===== src/rtl/prbs_bit_scheduler.sv =====
// prbs_bit_scheduler
//   Bit-rate sequencer for the PRBS edge shaper, dac_clk domain.
//   - Fractional phase accumulator produces the one-cycle bit tick.
//   - Selectable Fibonacci LFSR (PRBS7/9/15/23/31) produces the PRBS bit.
//   - Shaping config (edge time, filter) is staged and committed only on
//     bit boundaries so the shaper never sees a change mid-edge.
//   Optional feature: define PRBS_ERR_INJECT_EN to add the err_inject input
//   and the err_count output (single-bit error injection on the next tick).

module prbs_bit_scheduler #(
  parameter int PHASE_W  = 32,
  parameter int MIN_EDGE = 2
) (
  input  logic               dac_clk,
  input  logic               reset,
  input  logic               enable,
  input  logic               cfg_wr,
  input  logic [PHASE_W-1:0] cfg_bit_inc,
  input  logic [2:0]         cfg_prbs_sel,
  input  logic [7:0]         cfg_edge_time,
  input  logic [1:0]         cfg_filter,
`ifdef PRBS_ERR_INJECT_EN
  input  logic               err_inject,
  output logic [15:0]        err_count,
`endif
  output logic               cfg_ack,
  output logic               lfsr_clk_enable,
  output logic               prbs_bit_out,
  output logic [7:0]         prbs_edge_time_config_reg,
  output logic [1:0]         filter_strength,
  output logic [1:0]         state_dbg
);

  typedef enum logic [1:0] {
    IDLE = 2'd0,
    SEED = 2'd1,
    RUN  = 2'd2,
    STOP = 2'd3
  } state_e;

  localparam logic [7:0] MIN_EDGE_C = 8'(MIN_EDGE);
  localparam logic [7:0] EDGE_RST   = 8'd16;
  localparam logic [7:0] CNT_MAX    = 8'd255;

  state_e             state_q, state_d;
  logic [PHASE_W-1:0] acc_q, acc_d;
  logic [PHASE_W-1:0] inc_q, inc_d, stg_inc_q, stg_inc_d;
  logic [2:0]         sel_q, sel_d, stg_sel_q, stg_sel_d;
  logic [7:0]         edge_time_q, edge_time_d, stg_edge_q, stg_edge_d;
  logic [1:0]         filter_q, filter_d, stg_filter_q, stg_filter_d;
  logic               pending_q, pending_d;
  logic [30:0]        lfsr_q, lfsr_d;
  logic [7:0]         cnt_q, cnt_d;
  logic [7:0]         period_q, period_d;
  logic [7:0]         edge_out_q, edge_out_d;
  logic               tick_q, tick_d;
  logic               bit_q, bit_d;
  logic               ack_q, ack_d;

  logic [PHASE_W:0]   sum;
  logic               carry;
  logic               fire;
  logic               reseed;
  logic               fb;
  logic [30:0]        lfsr_base;
  logic [2:0]         cap_sel;

`ifdef PRBS_ERR_INJECT_EN
  logic               err_req_q, err_req_d;
  logic [15:0]        err_cnt_q, err_cnt_d;
  logic               flip;
`endif

  // Unsupported selector codes fall back to PRBS7 at capture time.
  assign cap_sel = (cfg_prbs_sel > 3'd4) ? 3'd0 : cfg_prbs_sel;

  // Edge time limited to one clock below the measured bit period, floored at MIN_EDGE.
  function automatic logic [7:0] clamp_edge(input logic [7:0] req, input logic [7:0] period);
    logic [7:0] lim;
    lim = period - 8'd1;
    if (req < lim) lim = req;
    if (lim < MIN_EDGE_C) lim = MIN_EDGE_C;
    return lim;
  endfunction

  // Next-state logic: FSM, accumulator, LFSR, period measurement and config commit.
  always_comb begin
    // NOTE: every variable gets a default before any branch, so no path leaves one unassigned and no latch is inferred.
    state_d      = state_q;
    acc_d        = acc_q;
    inc_d        = inc_q;
    sel_d        = sel_q;
    edge_time_d  = edge_time_q;
    filter_d     = filter_q;
    stg_inc_d    = stg_inc_q;
    stg_sel_d    = stg_sel_q;
    stg_edge_d   = stg_edge_q;
    stg_filter_d = stg_filter_q;
    pending_d    = pending_q;
    lfsr_d       = lfsr_q;
    cnt_d        = cnt_q;
    period_d     = period_q;
    edge_out_d   = edge_out_q;
    tick_d       = 1'b0;
    bit_d        = bit_q;
    ack_d        = 1'b0;
    sum          = {1'b0, acc_q} + {1'b0, inc_q};
    carry        = sum[PHASE_W];
    fire         = 1'b0;
    reseed       = 1'b0;
    lfsr_base    = lfsr_q;
    fb           = 1'b0;
`ifdef PRBS_ERR_INJECT_EN
    err_req_d    = err_req_q | err_inject;
    err_cnt_d    = err_cnt_q;
    flip         = 1'b0;
`endif

    // A write always lands in staging; a later write simply overwrites it.
    if (cfg_wr) begin
      stg_inc_d    = cfg_bit_inc;
      stg_sel_d    = cap_sel;
      stg_edge_d   = cfg_edge_time;
      stg_filter_d = cfg_filter;
      pending_d    = 1'b1;
    end

    case (state_q)
      IDLE, SEED: begin
        // No edge in flight: apply straight away, fresh inputs winning over staging.
        if (cfg_wr) begin
          inc_d       = cfg_bit_inc;
          sel_d       = cap_sel;
          edge_time_d = cfg_edge_time;
          filter_d    = cfg_filter;
        end else if (pending_q) begin
          inc_d       = stg_inc_q;
          sel_d       = stg_sel_q;
          edge_time_d = stg_edge_q;
          filter_d    = stg_filter_q;
        end
        ack_d     = cfg_wr | pending_q;
        pending_d = 1'b0;
        if (state_q == IDLE) begin
          bit_d = 1'b0;
          if (cfg_wr || pending_q) edge_out_d = clamp_edge(edge_time_d, period_q);
          if (enable) state_d = SEED;
        end else begin
          // All-ones across the full register seeds every supported width.
          acc_d   = '0;
          cnt_d   = '0;
          lfsr_d  = '1;
          state_d = RUN;
        end
      end

      default: begin
        acc_d = sum[PHASE_W-1:0];
        cnt_d = (cnt_q == CNT_MAX) ? CNT_MAX : cnt_q + 8'd1;
        // With a zero increment STOP would never see a carry, so it exits at once.
        fire  = carry || (state_q == STOP && inc_q == '0);
        if (fire) begin
          tick_d   = 1'b1;
          period_d = cnt_d;
          cnt_d    = '0;
          if (pending_q) begin
            reseed      = (stg_sel_q != sel_q);
            inc_d       = stg_inc_q;
            sel_d       = stg_sel_q;
            edge_time_d = stg_edge_q;
            filter_d    = stg_filter_q;
            ack_d       = 1'b1;
            pending_d   = cfg_wr;
          end
          lfsr_base = reseed ? '1 : lfsr_q;
          case (sel_d)
            3'd1:    fb = lfsr_base[8]  ^ lfsr_base[4];
            3'd2:    fb = lfsr_base[14] ^ lfsr_base[13];
            3'd3:    fb = lfsr_base[22] ^ lfsr_base[17];
            3'd4:    fb = lfsr_base[30] ^ lfsr_base[27];
            default: fb = lfsr_base[6]  ^ lfsr_base[5];
          endcase
          lfsr_d     = {lfsr_base[29:0], fb};
          edge_out_d = clamp_edge(edge_time_d, period_d);
          if (state_q == STOP) begin
            bit_d   = 1'b0;
            state_d = IDLE;
          end else begin
`ifdef PRBS_ERR_INJECT_EN
            // Inversion touches only the output bit; the LFSR keeps its true state.
            flip      = err_req_q;
            err_req_d = err_inject;
            if (flip && err_cnt_q != 16'hFFFF) err_cnt_d = err_cnt_q + 16'd1;
            bit_d     = fb ^ flip;
`else
            bit_d     = fb;
`endif
          end
        end
        if (state_q == RUN && !enable) state_d = STOP;
      end
    endcase
  end

  // State and output registers, cleared asynchronously.
  always_ff @(posedge dac_clk or posedge reset) begin
    // NOTE: sequential state uses non-blocking assignments only, so every register samples pre-edge values.
    if (reset) begin
      state_q      <= IDLE;
      acc_q        <= '0;
      inc_q        <= '0;
      sel_q        <= '0;
      edge_time_q  <= EDGE_RST;
      filter_q     <= '0;
      stg_inc_q    <= '0;
      stg_sel_q    <= '0;
      stg_edge_q   <= '0;
      stg_filter_q <= '0;
      pending_q    <= 1'b0;
      lfsr_q       <= '0;
      cnt_q        <= '0;
      period_q     <= CNT_MAX;
      edge_out_q   <= EDGE_RST;
      tick_q       <= 1'b0;
      bit_q        <= 1'b0;
      ack_q        <= 1'b0;
    end else begin
      state_q      <= state_d;
      acc_q        <= acc_d;
      inc_q        <= inc_d;
      sel_q        <= sel_d;
      edge_time_q  <= edge_time_d;
      filter_q     <= filter_d;
      stg_inc_q    <= stg_inc_d;
      stg_sel_q    <= stg_sel_d;
      stg_edge_q   <= stg_edge_d;
      stg_filter_q <= stg_filter_d;
      pending_q    <= pending_d;
      lfsr_q       <= lfsr_d;
      cnt_q        <= cnt_d;
      period_q     <= period_d;
      edge_out_q   <= edge_out_d;
      tick_q       <= tick_d;
      bit_q        <= bit_d;
      ack_q        <= ack_d;
    end
  end

`ifdef PRBS_ERR_INJECT_EN
  // Error-injection request latch and saturating flip counter.
  always_ff @(posedge dac_clk or posedge reset) begin
    if (reset) begin
      err_req_q <= 1'b0;
      err_cnt_q <= '0;
    end else begin
      err_req_q <= err_req_d;
      err_cnt_q <= err_cnt_d;
    end
  end

  assign err_count = err_cnt_q;
`endif

  assign cfg_ack                   = ack_q;
  assign lfsr_clk_enable           = tick_q;
  assign prbs_bit_out              = bit_q;
  assign prbs_edge_time_config_reg = edge_out_q;
  assign filter_strength           = filter_q;
  assign state_dbg                 = state_q;

endmodule


===== config.mk =====
export PLATFORM = sky130hd
export DESIGN_NAME = prbs_bit_scheduler
export DESIGN_NICKNAME = d
export VERILOG_FILES = /design/src/rtl/prbs_bit_scheduler.sv
export SDC_FILE = /design/constraint.sdc
export NUM_CORES = 1
export LEC_CHECK = 0
export CAP_MARGIN = 20
export CORE_ASPECT_RATIO = 1.4
export CORE_MARGIN = 2
export CORE_UTILIZATION = 32
export CTS_CLUSTER_DIAMETER = 30
export CTS_CLUSTER_SIZE = 10
export DETAILED_ROUTE_END_ITERATION = 10
export PLACE_DENSITY = 0.46
export SYNTH_ARGS = -nofsm -noshare
export SYNTH_HDL_FRONTEND = slang
export SYNTH_SLANG_ARGS = --single-unit

===== constraint.sdc =====
create_clock -name dac_clk -period 10 [get_ports dac_clk]
set_clock_uncertainty 0.2 [all_clocks]
set_input_delay 2 -clock dac_clk [delete_from_list [all_inputs] [get_ports dac_clk]]
set_output_delay 2 -clock dac_clk [all_outputs]
set_load 0.1 [all_outputs]

==> results.py <==
# Physical implementation metrics
metrics = {
    "cells_and_area": {
        "comb_area_sq_mm": 0.00586,
        "antenna_cells": 0,
        "nNetsFinal": 1163,
        "area_growth_pct": 15.2,
        "fillers": 3407,
        "seq_area_sq_mm": 0.00459,
        "final_cell_mix": "dfrtp_1, mux2_2, nand2_1, o21ai_0, clkdlybuf4s50_1",
    },
    "routing": {
        "vias_per_cell": 5.30,
        "finalWirelength_um": 28800,
        "top_layer": "met4",
        "num_vias": 8078,
        "dr_wl_met2_um": 15500,
        "wire_per_inst_um": 18.9,
        "dr_wl_met3_um": 715,
    },
    "synthesis": {
        "edf_count": 0,
        "ys_area_sq_mm": 0.0108,
        "avgSynthCellArea_sq_um": 10.5,
        "synthArstFlopShare_pct": 100,
        "ff_type": "dfrtp_1",
        "yosysCellCount": 1030,
        "synth-seq-cells": 183,
        "synthCells": 1030,
        "syn-cell-area_sq_mm": 0.0108,
    },
    "setup_path": {
        "critPathLaunch": "cfg_wr",
        "worstPathRequired_ns": 10.14,
        "crit_chain": "buf_4, buf_4, mux2i_1, inv_1, ha_1, and2_1, o311a_1, o2111ai_1, nand4b_1, mux2_2, a21oi_1, a221o_1, mux2_2",
        "reg2reg_slack_ns": 5.22,
        "startpoint_type": "input pin",
        "reg2reg_to": "prbs_edge_time_config_reg[4]$_DFFE_PP1P_",
        "path_delay_family": "buffers and inverters",
        "cp-endpoint": "prbs_edge_time_config_reg[0]$_DFFE_PP0P_",
        "cp.depth": 13,
        "end_kind": "flop",
        "slowest_delay_ns": 0.70,
        "critPathMaxFanout": 70,
        "rr_startpoint": "cnt_q[0]$_DFFE_PP0P_",
        "crit_buf_inv": 3,
    },
    "global_routing": {
        "grt_pass1_wl_um": 46700,
        "grt_pass1_vias": 8386,
        "grt_max_degree": 115,
        "grt_overflow": 0,
        "grt.total_usage_pct": 16.9,
    },
    "clock_tree": {
        "holdBufCountCts": 0,
        "cts_buffers": 17,
        "htree_levels": 4,
        "cts_setup_buffers": 0,
        "clkTransAtPathRegs_ns": 0.07,
        "clock-sinks": 183,
    },
    "placed_design": {
        "dp_hpwl_um": 19700,
        "gp_congestion": 0.821,
        "dp_slack_ns": 3.65,
        "port_buffers": 63,
    },
    "timing": {
        "finalHoldViolations": 0,
        "period_used_pct": 58.1,
        "layout_min_cycle_time_ns": 5.81,
        "max_freq_mhz": 172,
        "finalSetupTns_ns": 0,
        "worst_slack_ns": 4.19,
        "worst_slew_pin_slew_ns": 1.02,
        "slew_viol_final": 0,
        "setup_viol": 0,
    },
    "worst_hold_path": {
        "holdPathEnd": "lfsr_q[16]$_DFFE_PP0P_",
        "hold_path_startpoint": "lfsr_q[15]$_DFFE_PP0P_",
        "hp-class": "reg2reg",
        "holdPathStages": 1,
    },
    "die": {
        "initial_core_util_pct": 32.4,
        "coreArea_sq_mm": 0.0332,
        "rows": 79,
        "dieArea_sq_mm": 0.0352,
        "pin_count": 64,
    },
    "run": {
        "cap_violations": 0,
    },
    "pwr": {
        "power.leakage_nw": 5.06,
        "finalPower_w": 0.00487,
        "p_per_area_mw_per_mm2": 392,
        "ir_drop_v": 0.000156,
    },
    "run_status": {
        "status": "complete, no violations",
    },
}
[kinds of logic (layout without fill, tap and decap cells)]
group           Yosys count  count (layout)  share of synthesized area, %
mux                     141             141                          14.1
simple gates            249             249                          12.1
fa+ha+maj                49              49                          5.76
buf+inv                  79             127                          3.15
flops                   183             183                          42.6
compound gates          284             284                          18.6
xor+xnor                 45              45                          3.66
[worst reg2reg max path, cell delays in order, from the launching register on]
cell,delay [ns]
dfrtp_1,0.47
ha_1,0.33
and3_1,0.27
o21ai_0,0.63
nand2_1,0.14
xnor2_1,0.26
ha_1,0.29
a21o_1,0.20
a2111oi_0,0.40
o211ai_1,0.26
nand2_1,0.39
nor2_1,0.11
a211oi_1,0.37
a21oi_1,0.08
mux2_2,0.31
[power breakdown]
group | internal [W] | switching [W] | total (W)
clock network | 0.000375 | 0.000311 | 0.000686
logic | 0.00121 | 0.00176 | 0.00297
registers | 0.00101 | 0.000207 | 0.00121
total | 0.00259 | 0.00228 | 0.00487
[per-stage QoR]
step           hold slack (ns)  cell area, sq um  utilization [%]  cells
6_report                 0.289             12400             37.4   1523
4_1_cts                  0.293             12400             37.4   1523
2_1_floorplan            0.256             10800                -   1030
5_1_grt                  0.312             12400             37.4   1523
3_5_place_dp             0.275             11800             35.6   1491
3_3_place_gp             0.267             11800             35.5   1490
[cell type report]
cell class / instances / share of cell area (%)
Clock buffer: 21 / 3.63
Clock inverter: 11 / 1.01
Inverter: 20 / 0.666
Multi-Input combinational cell: 768 / 47.2
Sequential cell: 183 / 37.0
Tap cell: 445 / 4.49
Timing Repair Buffer: 75 / 5.95
[synthesized netlist by cell type (4+ instances only)]
library cell / count / area, sq um
nand4_1: 6 / 37.5
nor4b_1: 4 / 35.0
a221o_1: 19 / 190
nand3_1: 18 / 90.1
ha_1: 48 / 601
buf_2: 16 / 80.1
dfstp_2: 10 / 263
o21ai_0: 74 / 370
and4_1: 5 / 43.8
o31ai_1: 6 / 45.0
clkbuf_1: 30 / 113
nor4_1: 10 / 62.6
nor2_1: 34 / 128
mux2i_1: 57 / 571
xor2_1: 23 / 201
inv_1: 20 / 75.1
and2_1: 20 / 125
dfrtp_1: 173 / 4330
o21bai_1: 6 / 45.0
o21a_1: 4 / 30.0
o22a_1: 30 / 263
o22ai_1: 4 / 25.0
a21o_1: 14 / 105
nor2b_1: 7 / 43.8
and3_1: 12 / 75.1
nor3_1: 10 / 50.1
a21oi_1: 46 / 230
nand2_1: 77 / 289
buf_1: 9 / 33.8
a31oi_1: 8 / 50.1
mux2_2: 83 / 935
nand2b_1: 23 / 144
xnor2_1: 22 / 193
or3_1: 5 / 31.3
o211ai_1: 23 / 173
a22o_1: 8 / 70.1
a211oi_1: 7 / 52.6
[routing by layer]
metal / vias up / GRT usage [%]
li1: 3913 / -
met1: 4021 / 19.0
met2: 109 / 31.6
met3: 35 / 2.66
met4: 0 / 6.77
met5: - / 0
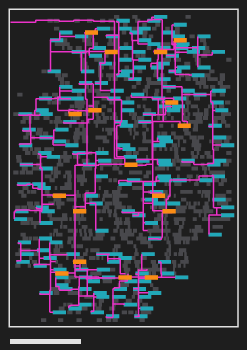
clk_routes.png
Bar = 50 um.
[orange] clock drivers | count: 17
[cyan] flip-flops | count: 183
[magenta] clock wires | length: 2820 um
routed clock nets: 18

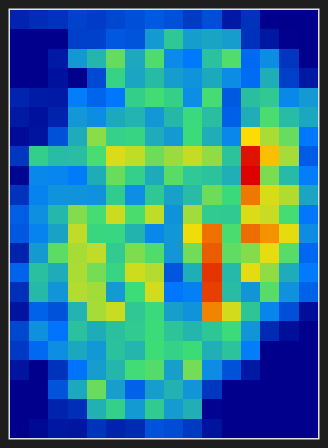
metal_density.png
The die is cut into 16 by 22 equal tiles; dark blue is low, red is high, scaled to the fullest tile. Values are wire area over tile area, all layers added.
nearly empty tiles: 13%
emptiest ninth of the die: lower right
tiles over half the peak: 22%
mean over tiles: 0.13
fullest tile: 0.38

Power figures rest on the tool's default switching activity, not on a simulated workload.
